File: src/rtl/dcache_assoc.sv
// 2-way set-associative, write-back, write-allocate data cache with per-set LRU
// and saturating hit/miss counters; stalls the CPU while a block moves to/from memory.
module dcache_assoc #(
   parameter int unsigned ADDR_W      = 8,
   parameter int unsigned SETS        = 4,
   parameter int unsigned BLOCK_BYTES = 4
) (
   input  logic                                    CLK,
   input  logic                                    RESET,
   input  logic                                    READ,
   input  logic                                    WRITE,
   input  logic [ADDR_W-1:0]                       ADDRESS,
   input  logic [7:0]                              WRITEDATA,
   output logic [7:0]                              READDATA,
   output logic                                    BUSYWAIT,
   output logic                                    MEM_READ,
   output logic                                    MEM_WRITE,
   output logic [ADDR_W-$clog2(BLOCK_BYTES)-1:0]   MEM_ADDRESS,
   output logic [8*BLOCK_BYTES-1:0]                MEM_WRITEDATA,
   input  logic [8*BLOCK_BYTES-1:0]                MEM_READDATA,
   input  logic                                    MEM_BUSYWAIT,
   output logic [15:0]                             HIT_COUNT,
   output logic [15:0]                             MISS_COUNT
);

   localparam int unsigned IDX_W = $clog2(SETS);
   localparam int unsigned OFF_W = $clog2(BLOCK_BYTES);
   localparam int unsigned TAG_W = ADDR_W - IDX_W - OFF_W;
   localparam int unsigned BLK_W = 8 * BLOCK_BYTES;

   typedef enum logic [1:0] {IDLE, WRITEBACK, FETCH, REFILL} state_t;

   state_t state_q, state_d;

   logic [1:0][SETS-1:0] valid_q;
   logic [1:0][SETS-1:0] dirty_q;
   logic [SETS-1:0]      lru_q;
   logic [TAG_W-1:0]     tag_q  [2][SETS];
   logic [BLK_W-1:0]     data_q [2][SETS];

   logic                 victim_q;
   logic [TAG_W-1:0]     lat_tag_q;
   logic [IDX_W-1:0]     lat_idx_q;
   logic                 refilled_q;
   logic [15:0]          hit_cnt_q;
   logic [15:0]          miss_cnt_q;

   logic [TAG_W-1:0]     req_tag;
   logic [IDX_W-1:0]     req_idx;
   logic [OFF_W-1:0]     req_off;
   logic                 req_c;
   logic                 way0_hit_c;
   logic                 way1_hit_c;
   logic                 hit_c;
   logic                 miss_c;
   logic                 hit_way_c;
   logic                 victim_c;
   logic                 fetch_done_c;

   assign req_tag = ADDRESS[ADDR_W-1 -: TAG_W];
   assign req_idx = ADDRESS[OFF_W +: IDX_W];
   assign req_off = ADDRESS[OFF_W-1:0];

   // Tag lookup on the live address; only IDLE serves hits
   assign req_c      = READ | WRITE;
   assign way0_hit_c = valid_q[0][req_idx] && (tag_q[0][req_idx] == req_tag);
   assign way1_hit_c = valid_q[1][req_idx] && (tag_q[1][req_idx] == req_tag);
   assign hit_c      = req_c && (state_q == IDLE) && (way0_hit_c || way1_hit_c);
   assign miss_c     = req_c && (state_q == IDLE) && !(way0_hit_c || way1_hit_c);
   assign hit_way_c  = way1_hit_c;

   // Fill an empty way first (way0 before way1), otherwise evict the LRU way
   assign victim_c = !valid_q[0][req_idx] ? 1'b0 :
                     !valid_q[1][req_idx] ? 1'b1 : lru_q[req_idx];

   assign fetch_done_c  = (state_q == FETCH) && !MEM_BUSYWAIT;
   assign READDATA      = hit_c ? data_q[hit_way_c][req_idx][{req_off, 3'b000} +: 8] : 8'h00;
   assign MEM_WRITEDATA = data_q[victim_q][lat_idx_q];
   assign HIT_COUNT     = hit_cnt_q;
   assign MISS_COUNT    = miss_cnt_q;

   always_ff @(posedge CLK or negedge RESET) begin
      if (!RESET) state_q <= IDLE;
      else        state_q <= state_d;
   end

   always_comb begin
      state_d     = state_q;
      BUSYWAIT    = 1'b0;
      MEM_READ    = 1'b0;
      MEM_WRITE   = 1'b0;
      MEM_ADDRESS = {lat_tag_q, lat_idx_q};
      case (state_q)
         IDLE: begin
            if (miss_c) begin
               BUSYWAIT = 1'b1;
               state_d  = (valid_q[victim_c][req_idx] && dirty_q[victim_c][req_idx])
                          ? WRITEBACK : FETCH;
            end
         end
         WRITEBACK: begin
            BUSYWAIT    = 1'b1;
            MEM_WRITE   = 1'b1;
            MEM_ADDRESS = {tag_q[victim_q][lat_idx_q], lat_idx_q};
            if (!MEM_BUSYWAIT) state_d = FETCH;
         end
         FETCH: begin
            BUSYWAIT = 1'b1;
            MEM_READ = 1'b1;
            if (!MEM_BUSYWAIT) state_d = REFILL;
         end
         REFILL: begin
            BUSYWAIT = 1'b1;
            state_d  = IDLE;
         end
         default: state_d = IDLE;
      endcase
   end

   // Line metadata, miss bookkeeping and statistics
   always_ff @(posedge CLK or negedge RESET) begin
      if (!RESET) begin
         valid_q    <= '0;
         dirty_q    <= '0;
         lru_q      <= '0;
         victim_q   <= 1'b0;
         lat_tag_q  <= '0;
         lat_idx_q  <= '0;
         refilled_q <= 1'b0;
         hit_cnt_q  <= 16'h0000;
         miss_cnt_q <= 16'h0000;
      end else begin
         refilled_q <= (state_q == REFILL);
         if (hit_c) begin
            lru_q[req_idx] <= ~hit_way_c;
            if (WRITE) dirty_q[hit_way_c][req_idx] <= 1'b1;
            if (!refilled_q && (hit_cnt_q != 16'hFFFF)) hit_cnt_q <= hit_cnt_q + 16'd1;
         end
         if (miss_c) begin
            victim_q  <= victim_c;
            lat_tag_q <= req_tag;
            lat_idx_q <= req_idx;
            if (miss_cnt_q != 16'hFFFF) miss_cnt_q <= miss_cnt_q + 16'd1;
         end
         if (state_q == REFILL) begin
            valid_q[victim_q][lat_idx_q] <= 1'b1;
            dirty_q[victim_q][lat_idx_q] <= 1'b0;
         end
      end
   end

   // Tag and data arrays carry no reset; valid bits guard them
   always_ff @(posedge CLK) begin
      if (hit_c && WRITE) data_q[hit_way_c][req_idx][{req_off, 3'b000} +: 8] <= WRITEDATA;
      if (fetch_done_c)   data_q[victim_q][lat_idx_q] <= MEM_READDATA;
      if (state_q == REFILL) tag_q[victim_q][lat_idx_q] <= lat_tag_q;
   end

endmodule

File: config.mk
export PLATFORM = sky130hd
export DESIGN_NAME = dcache_assoc
export DESIGN_NICKNAME = d
export VERILOG_FILES = /design/src/rtl/dcache_assoc.sv
export SDC_FILE = /design/constraint.sdc
export NUM_CORES = 1
export LEC_CHECK = 0
export CORE_MARGIN = 1.5
export CORE_UTILIZATION = 41
export DETAILED_ROUTE_END_ITERATION = 16
export MAX_ROUTING_LAYER = met4
export PLACE_DENSITY_LB_ADDON = 0.25
export SLEW_MARGIN = 25
export SYNTH_ARGS = -nofsm -noshare
export SYNTH_HDL_FRONTEND = slang
export SYNTH_SLANG_ARGS = --single-unit
File: constraint.sdc
create_clock -name CLK -period 10.61 [get_ports CLK]
set_input_delay 2.6525 -clock CLK [delete_from_list [all_inputs] [get_ports CLK]]
set_output_delay 2.6525 -clock CLK [all_outputs]
set_load 0.1 [all_outputs]
**Zoomed window**

Region (143, 39) to (168, 64) µm. Cells in gray, sequential cells in the stronger gray; small squares are vias.
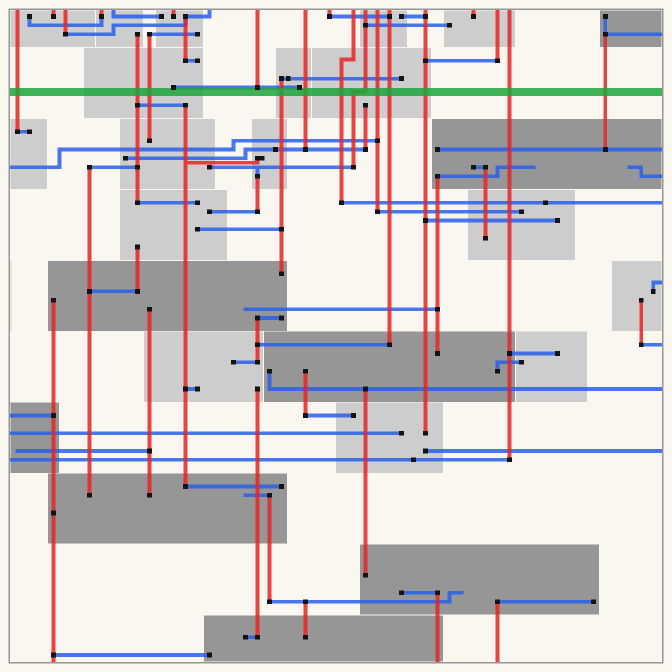
layer	color
metal 3	green
metal 1	blue
metal 2	red
most frequent	dfrtp_1 (4), mux2_2 (3), ha_1 (3)
netlist names of flops here include	`lat_idx_q` (2), `state_q` (2)
cells with their middle in the window	22
sequential cells in the window	6

**Power grid**

The bar under the picture is 50 µm long. Pins as bars on the die edge. Tap cells in gray.
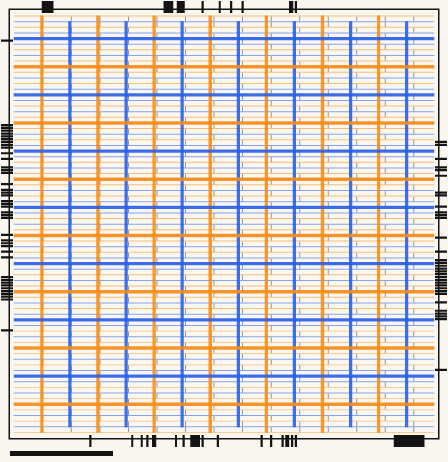
net	color
VSS	orange
VDD	blue
signal pins	134
met5 straps	14
worst-case vdd ir drop: 0.256 mV
Die W: 207 µm

==> impl_metrics.ini <==
; synthesis and place-and-route metrics
[critical_path]
setup.worst_path.start_class = input port
worst_path_most_repeated_cell = buf_4
crit_cells = 8
worstSetupPathType = in -> out
cp_slowest_cell = buf_4
cp.required_ns = 7.96
arrival_ns = 6.51
reg2reg_from = tag_q[1][9]
critPathCapture = READDATA[3]
cp-end-kind = output port

[synthesis]
synth_cells = 1013
ys.flops = 350
top_area_cell = edfxtp_1
synth.top_cell.area_share = 0.507
yosys_cells = 1013

[drt]
wl_met2_um = 23100
vias = 10600
route.detailed.drc = 0
drt_iter0_drc = 987

[grt]
grt_pass1_wl_um = 70000
grt_use_met3 = 0.0474

[status]
status = finished clean

[power]
total_power_w = 0.00558
seq_power_share = 0.343
power_density_nw_per_um2 = 278
swShare = 0.427

[die]
fp_util = 0.417
num_rows = 74
io_pins = 134

[timing]
rsz0062_at_grt = false
max_slew_margin = 0.266
worstMarginPinSlew_ns = 1.10

[cells_and_area]
flop-count = 350
drive_above_1_share = 0.275
area_growth_pct = 17.8
clkbuf_count = 48
inv_count = 8

[clocking]
clk_path_buf_depth = 3
clk_pin_slew_worst_paths_ns = 0.06
Power and IR drop assume default switching activity.
